### src/rtl/atm_txn_arbiter_if.sv
// Requester-side bus of the ATM transaction arbiter.
// The terminals use the master modport and the arbiter uses the slave modport.
// Each terminal gets its own slice of every command field. Port k of req_op sits at [3k+2:3k].
interface atm_txn_arbiter_if #(
    parameter int N_REQ = 2
);
    logic [N_REQ-1:0]    req;
    logic [3*N_REQ-1:0]  req_op;
    logic [4*N_REQ-1:0]  req_acc;
    logic [14*N_REQ-1:0] req_pin;
    logic [14*N_REQ-1:0] req_newpin;
    logic [16*N_REQ-1:0] req_amount;
    logic [N_REQ-1:0]    req_lang;
    logic [N_REQ-1:0]    gnt;
    logic [N_REQ-1:0]    rsp_valid;
    logic [31:0]         rsp_balance;
    logic                rsp_success;
    logic                rsp_locked;
    logic                busy;

    modport master (
        output req, req_op, req_acc, req_pin, req_newpin, req_amount, req_lang,
        input  gnt, rsp_valid, rsp_balance, rsp_success, rsp_locked, busy
    );

    modport slave (
        input  req, req_op, req_acc, req_pin, req_newpin, req_amount, req_lang,
        output gnt, rsp_valid, rsp_balance, rsp_success, rsp_locked, busy
    );
endinterface

### src/rtl/atm_txn_arbiter.sv
// atm_txn_arbiter: shares one ATM core among N_REQ terminals.
//
// A round-robin arbiter picks one request and latches its command onto the core inputs.
// The core is then taken out of reset for HOLD_CYCLES cycles. At the end of that window the
// core's balance and success are captured and returned to the granted terminal.
// FSM sequence: IDLE -> SETUP -> RUN -> RESP -> IDLE. All outputs come from registers.
//
// Optional feature, enabled by defining ATM_LOCKOUT_EN:
//   - A failure counter is kept per account (16 entries) and saturates at MAX_FAILS.
//   - A grant whose account counter is already at MAX_FAILS never reaches the core. It goes
//     through REJECT and then RESP, answered with rsp_locked=1.
// Without the macro, REJECT is unreachable and rsp_locked stays 0.
module atm_txn_arbiter #(
    parameter int N_REQ       = 2,
    parameter int HOLD_CYCLES = 4,
    parameter int MAX_FAILS   = 3
) (
    input  logic               clk,
    input  logic               rst_n,
    atm_txn_arbiter_if.slave   bus,
    output logic               core_rst,
    output logic [2:0]         core_operation,
    output logic [3:0]         core_acc_num,
    output logic [13:0]        core_pin,
    output logic [13:0]        core_newpin,
    output logic [15:0]        core_amount,
    output logic               core_language,
    input  logic [31:0]        core_balance,
    input  logic               core_success
);

    localparam int IDX_W = (N_REQ > 1) ? $clog2(N_REQ) : 1;
    localparam int CNT_W = (HOLD_CYCLES > 1) ? $clog2(HOLD_CYCLES) : 1;

    typedef enum logic [2:0] {
        IDLE   = 3'd0,
        SETUP  = 3'd1,
        RUN    = 3'd2,
        REJECT = 3'd3,
        RESP   = 3'd4
    } state_t;

    state_t             state_reg;
    logic [IDX_W-1:0]   rr_ptr_reg;
    logic [IDX_W-1:0]   sel_reg;
    logic [CNT_W-1:0]   cnt_reg;
    logic               txn_locked_reg;
    logic               busy_reg;
    logic               core_rst_reg;
    logic [2:0]         core_op_reg;
    logic [3:0]         core_acc_reg;
    logic [13:0]        core_pin_reg;
    logic [13:0]        core_newpin_reg;
    logic [15:0]        core_amount_reg;
    logic               core_lang_reg;
    logic [N_REQ-1:0]   gnt_reg;
    logic [N_REQ-1:0]   rsp_valid_reg;
    logic [31:0]        rsp_balance_reg;
    logic               rsp_success_reg;
    logic               rsp_locked_reg;

    // ------------------------------------------------------------------
    // Round-robin search. Candidate gi is the port gi positions after the pointer,
    // wrapping around. The lowest offset with an active request wins.
    // ------------------------------------------------------------------
    logic [IDX_W-1:0]   cand_idx [N_REQ];
    logic [N_REQ-1:0]   cand_req;
    logic [IDX_W-1:0]   pick_idx;
    logic               pick_valid;

    generate
        for (genvar gi = 0; gi < N_REQ; gi++) begin : g_cand
            logic [IDX_W:0] sum;
            assign sum = {1'b0, rr_ptr_reg} + (IDX_W+1)'(gi);
            assign cand_idx[gi] = (sum >= (IDX_W+1)'(N_REQ))
                                ? IDX_W'(sum - (IDX_W+1)'(N_REQ))
                                : sum[IDX_W-1:0];
            assign cand_req[gi] = bus.req[cand_idx[gi]];
        end
    endgenerate

    // Priority pick across the rotated candidates: scan downwards so the nearest one wins.
    always_comb begin
        pick_valid = 1'b0;
        pick_idx   = '0;
        for (int i = N_REQ - 1; i >= 0; i--) begin
            if (cand_req[i]) begin
                pick_valid = 1'b1;
                pick_idx   = cand_idx[i];
            end
        end
    end

    // Command fields of the picked port.
    logic [2:0]  pick_op;
    logic [3:0]  pick_acc;
    logic [13:0] pick_pin;
    logic [13:0] pick_newpin;
    logic [15:0] pick_amount;
    logic        pick_lang;

    assign pick_op     = bus.req_op[3*pick_idx +: 3];
    assign pick_acc    = bus.req_acc[4*pick_idx +: 4];
    assign pick_pin    = bus.req_pin[14*pick_idx +: 14];
    assign pick_newpin = bus.req_newpin[14*pick_idx +: 14];
    assign pick_amount = bus.req_amount[16*pick_idx +: 16];
    assign pick_lang   = bus.req_lang[pick_idx];

    // One-hot masks for the picked port and for the port currently being served.
    logic [N_REQ-1:0] pick_onehot;
    logic [N_REQ-1:0] sel_onehot;
    assign pick_onehot = {{(N_REQ-1){1'b0}}, 1'b1} << pick_idx;
    assign sel_onehot  = {{(N_REQ-1){1'b0}}, 1'b1} << sel_reg;

    // After a port is served, the pointer moves one past it, so that port gets the lowest priority next time.
    logic [IDX_W-1:0] ptr_after_sel;
    assign ptr_after_sel = (sel_reg == IDX_W'(N_REQ - 1)) ? '0 : sel_reg + 1'b1;

    // ------------------------------------------------------------------
    // Account lockout
    // ------------------------------------------------------------------
    logic pick_locked;

`ifdef ATM_LOCKOUT_EN
    localparam int FAIL_W = $clog2(MAX_FAILS + 1);

    logic [16*FAIL_W-1:0] fail_cnt_flat;

    generate
        for (genvar gi = 0; gi < 16; gi++) begin : g_fail
            logic [FAIL_W-1:0] fail_cnt_reg;

            // An issued transaction updates the counter of its own account during RESP.
            // Success clears the counter; a failure counts up until it reaches MAX_FAILS.
            always_ff @(posedge clk or negedge rst_n) begin
                if (!rst_n) begin
                    fail_cnt_reg <= '0;
                end else if (state_reg == RESP && !txn_locked_reg &&
                             core_acc_reg == 4'(gi)) begin
                    if (rsp_success_reg)
                        fail_cnt_reg <= '0;
                    else if (fail_cnt_reg != FAIL_W'(MAX_FAILS))
                        fail_cnt_reg <= fail_cnt_reg + 1'b1;
                end
            end

            assign fail_cnt_flat[gi*FAIL_W +: FAIL_W] = fail_cnt_reg;
        end
    endgenerate

    assign pick_locked = (fail_cnt_flat[pick_acc*FAIL_W +: FAIL_W] == FAIL_W'(MAX_FAILS));
`else
    assign pick_locked = 1'b0;
`endif

    // ------------------------------------------------------------------
    // Transaction FSM and all registered outputs.
    // A reset in mid-transaction drops core_rst at once and suppresses the response.
    // ------------------------------------------------------------------
    always_ff @(posedge clk or negedge rst_n) begin
        if (!rst_n) begin
            state_reg       <= IDLE;
            rr_ptr_reg      <= '0;
            sel_reg         <= '0;
            cnt_reg         <= '0;
            txn_locked_reg  <= 1'b0;
            busy_reg        <= 1'b0;
            core_rst_reg    <= 1'b0;
            core_op_reg     <= '0;
            core_acc_reg    <= '0;
            core_pin_reg    <= '0;
            core_newpin_reg <= '0;
            core_amount_reg <= '0;
            core_lang_reg   <= 1'b0;
            gnt_reg         <= '0;
            rsp_valid_reg   <= '0;
            rsp_balance_reg <= '0;
            rsp_success_reg <= 1'b0;
            rsp_locked_reg  <= 1'b0;
        end else begin
            gnt_reg       <= '0;
            rsp_valid_reg <= '0;
            case (state_reg)
                IDLE: begin
                    core_rst_reg <= 1'b0;
                    if (pick_valid) begin
                        sel_reg         <= pick_idx;
                        core_op_reg     <= pick_op;
                        core_acc_reg    <= pick_acc;
                        core_pin_reg    <= pick_pin;
                        core_newpin_reg <= pick_newpin;
                        core_amount_reg <= pick_amount;
                        core_lang_reg   <= pick_lang;
                        gnt_reg         <= pick_onehot;
                        txn_locked_reg  <= pick_locked;
                        busy_reg        <= 1'b1;
                        state_reg       <= pick_locked ? REJECT : SETUP;
                    end
                end
                SETUP: begin
                    cnt_reg      <= CNT_W'(HOLD_CYCLES - 1);
                    core_rst_reg <= 1'b1;
                    state_reg    <= RUN;
                end
                RUN: begin
                    if (cnt_reg == '0) begin
                        rsp_balance_reg <= core_balance;
                        rsp_success_reg <= core_success;
                        rsp_locked_reg  <= 1'b0;
                        rsp_valid_reg   <= sel_onehot;
                        core_rst_reg    <= 1'b0;
                        state_reg       <= RESP;
                    end else begin
                        cnt_reg <= cnt_reg - 1'b1;
                    end
                end
                REJECT: begin
                    rsp_balance_reg <= '0;
                    rsp_success_reg <= 1'b0;
                    rsp_locked_reg  <= 1'b1;
                    rsp_valid_reg   <= sel_onehot;
                    state_reg       <= RESP;
                end
                RESP: begin
                    rr_ptr_reg <= ptr_after_sel;
                    busy_reg   <= 1'b0;
                    state_reg  <= IDLE;
                end
                default: begin
                    core_rst_reg <= 1'b0;
                    busy_reg     <= 1'b0;
                    state_reg    <= IDLE;
                end
            endcase
        end
    end

    // Output wiring.
    assign bus.gnt         = gnt_reg;
    assign bus.rsp_valid   = rsp_valid_reg;
    assign bus.rsp_balance = rsp_balance_reg;
    assign bus.rsp_success = rsp_success_reg;
    assign bus.rsp_locked  = rsp_locked_reg;
    assign bus.busy        = busy_reg;

    assign core_rst       = core_rst_reg;
    assign core_operation = core_op_reg;
    assign core_acc_num   = core_acc_reg;
    assign core_pin       = core_pin_reg;
    assign core_newpin    = core_newpin_reg;
    assign core_amount    = core_amount_reg;
    assign core_language  = core_lang_reg;

endmodule

### src/flat_wrapper.sv
// flat-port wrapper written by rule: the top's interface ports become plain ports
module atm_txn_arbiter_flat 
#(
    parameter int N_REQ       = 2,
    parameter int HOLD_CYCLES = 4,
    parameter int MAX_FAILS   = 3
)
  (clk, rst_n, core_rst, core_operation, core_acc_num, core_pin, core_newpin, core_amount, core_language, core_balance, core_success, bus_req, bus_req_op, bus_req_acc, bus_req_pin, bus_req_newpin, bus_req_amount, bus_req_lang, bus_gnt, bus_rsp_valid, bus_rsp_balance, bus_rsp_success, bus_rsp_locked, bus_busy);
  atm_txn_arbiter_if #(.N_REQ(N_REQ)) bus_i ();
  input  logic clk;
  input  logic rst_n;
  output logic core_rst;
  output logic [2:0] core_operation;
  output logic [3:0] core_acc_num;
  output logic [13:0] core_pin;
  output logic [13:0] core_newpin;
  output logic [15:0] core_amount;
  output logic core_language;
  input  logic [31:0] core_balance;
  input  logic core_success;
  input wire logic [$bits(bus_i.req)-1:0] bus_req;
  input wire logic [$bits(bus_i.req_op)-1:0] bus_req_op;
  input wire logic [$bits(bus_i.req_acc)-1:0] bus_req_acc;
  input wire logic [$bits(bus_i.req_pin)-1:0] bus_req_pin;
  input wire logic [$bits(bus_i.req_newpin)-1:0] bus_req_newpin;
  input wire logic [$bits(bus_i.req_amount)-1:0] bus_req_amount;
  input wire logic [$bits(bus_i.req_lang)-1:0] bus_req_lang;
  output wire logic [$bits(bus_i.gnt)-1:0] bus_gnt;
  output wire logic [$bits(bus_i.rsp_valid)-1:0] bus_rsp_valid;
  output wire logic [$bits(bus_i.rsp_balance)-1:0] bus_rsp_balance;
  output wire logic [$bits(bus_i.rsp_success)-1:0] bus_rsp_success;
  output wire logic [$bits(bus_i.rsp_locked)-1:0] bus_rsp_locked;
  output wire logic [$bits(bus_i.busy)-1:0] bus_busy;
  assign bus_i.req = bus_req;
  assign bus_i.req_op = bus_req_op;
  assign bus_i.req_acc = bus_req_acc;
  assign bus_i.req_pin = bus_req_pin;
  assign bus_i.req_newpin = bus_req_newpin;
  assign bus_i.req_amount = bus_req_amount;
  assign bus_i.req_lang = bus_req_lang;
  assign bus_gnt = bus_i.gnt;
  assign bus_rsp_valid = bus_i.rsp_valid;
  assign bus_rsp_balance = bus_i.rsp_balance;
  assign bus_rsp_success = bus_i.rsp_success;
  assign bus_rsp_locked = bus_i.rsp_locked;
  assign bus_busy = bus_i.busy;
  atm_txn_arbiter #(.N_REQ(N_REQ), .HOLD_CYCLES(HOLD_CYCLES), .MAX_FAILS(MAX_FAILS)) u_core (.clk(clk), .rst_n(rst_n), .bus(bus_i), .core_rst(core_rst), .core_operation(core_operation), .core_acc_num(core_acc_num), .core_pin(core_pin), .core_newpin(core_newpin), .core_amount(core_amount), .core_language(core_language), .core_balance(core_balance), .core_success(core_success));
endmodule
### config.mk
export PLATFORM = sky130hd
export DESIGN_NAME = atm_txn_arbiter_flat
export DESIGN_NICKNAME = d
export VERILOG_FILES = /design/src/rtl/atm_txn_arbiter_if.sv /design/src/rtl/atm_txn_arbiter.sv /design/src/flat_wrapper.sv
export SDC_FILE = /design/constraint.sdc
export NUM_CORES = 1
export LEC_CHECK = 0
export ABC_CLOCK_PERIOD_IN_PS = 2330
export CAP_MARGIN = 10
export CORE_ASPECT_RATIO = 0.75
export CORE_MARGIN = 4
export CORE_UTILIZATION = 40
export CTS_CLUSTER_DIAMETER = 120
export DETAILED_ROUTE_END_ITERATION = 10
export PLACE_DENSITY = 0.91
export SYNTH_ARGS = -nofsm -noshare
export SYNTH_HDL_FRONTEND = slang
export SYNTH_SLANG_ARGS = --single-unit
### constraint.sdc
create_clock -name clk -period 2.33 [get_ports clk]
set_clock_uncertainty 0.2 [all_clocks]
set_input_delay 0.3495 -clock clk [delete_from_list [all_inputs] [get_ports clk]]
set_output_delay 0.3495 -clock clk [all_outputs]
set_load 0.005 [all_outputs]
Fig. 1: local utilization
13 x 10 tiles, from black (low) to pale yellow (high), 0 to 100% covered.
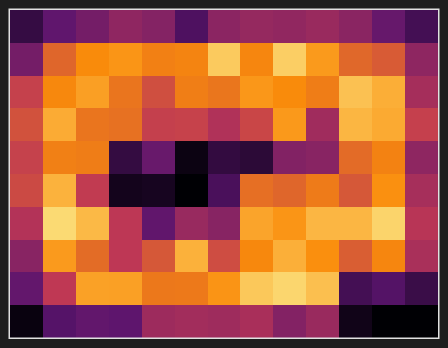
tiles over 75% full = 24%
nearly empty tiles = 2.3%
fullest tile = 92%
Initial Util: 41.4%
Final Util: 65.4%
Core Region: 11,000 um^2

Fig. 2: signal wires by layer
The bar under the picture is 50 um long. Two of the layers only.
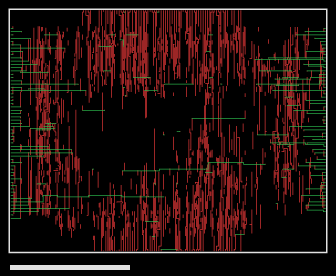
M3 -> green  # wire length 1,090 um
M2 -> red  # wire length 7,100 um

Fig. 3: placed cells, one colour a class
The bar under the picture is 50 um long. Fill, decap, tap and diode cells in grey.
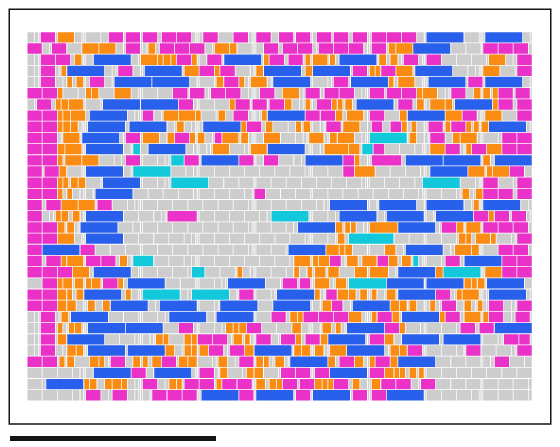
registers -> blue  # cells 99, share of their area 35%
remaining buffers and delay cells -> magenta  # cells 247, share of their area 35%
remaining logic cells -> orange  # cells 293, share of their area 26%
clock drivers and dummy loads -> cyan  # cells 16, share of their area 4.3%

Fig. 4: sequential cells coloured by netlist name
The bar under the picture is 50 um long. Other sequential cells in the stronger grey, the rest of the logic in the fainter grey.
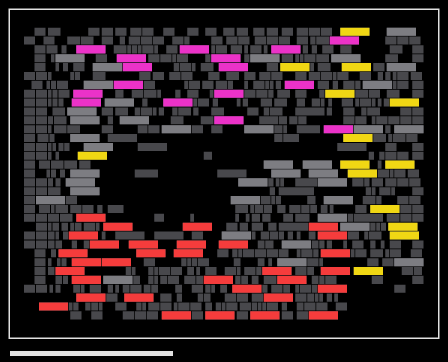
u_core.bus.rsp_balance -> red  # placed flops 32
u_core.core_amount -> magenta  # placed flops 16
u_core.core_pin -> yellow  # placed flops 14

routing by layer:
layer	part of all wire, %	GRT usage, %	vias up
met1	41	27.8	2135
met3	7.5	6.99	30
li1	-	-	2009
met2	49	35.9	197
met4	2.2	6.70	0
met5	0	0	-
logic make-up (layout without fill, tap and decap cells):
kind of cell | count (synthesis) | after routing | synth area share (%)
AOI/OAI and AO/OA | 97 | 97 | 18.1
adders and majority gates | 1 | 1 | 0.274
DFF | 99 | 99 | 54.3
muxes | 2 | 2 | 0.494
buffers and inverters | 84 | 302 | 9.96
and+or+nand+nor | 154 | 154 | 16.9
worst max-delay path, cell delays in order (launching register included):
cell and delay [ps]:
dfrtp_1 490, nor3_1 460, and3_2 280, buf_4 360, a221o_1 260
==> qor.yml <==
ir_worst_vdd_v: 0.000526
yosysTopAreaCell: "dfrtp_1"
hold_ws_ps: 174
final_area_um2: 7200
hpwl_mm: 10.5
syn_area_per_cell_um2: 10.4
cp-startpoint: "u_core.state_reg[0]"
comb_share_pct: 22.9
period_used_pct: 92.1
largest_reg_flops: 32
layout_top_cells: "clkdlybuf4s50_1 (230), dfrtp_1 (99), nand2_1 (55)"
most_common_cell: "dfrtp_1"
dp_slack_ps: 239
ys_seq_share_pct: 54.3
grtUsageTotal_pct: 21.8
num-clock-buffers: 11
dp_cells: 778
topCellsByArea: "dfrtp_1 (54%), a221o_2 (9.6%), nor3_1 (5.9%), nand2_1 (4.5%), nand4_1 (4.5%)"
yosysChipArea_um2: 4560
rows: 33
combinationalPower_mw: 4.34
seq_share_pct: 34.4
power.density_nw_per_um2: 1240
antenna_found_initial: 0
grt-ovfl-total: 0
inv_count: 39
reg2reg_to: "u_core.core_newpin[1]"
status: "completed"
grt_max_degree: 54
route.detailed.drc: 0
well_tap_count: 140
crit_fanout: 35
ctsHoldBuffers: 1
numCtsBuffers: 9
warnings: 26
clock_area_share_pct: 4.20
async_flop_share_pct: 100
grt_first_pass_wirelength_mm: 23.3
setup_violations: 0
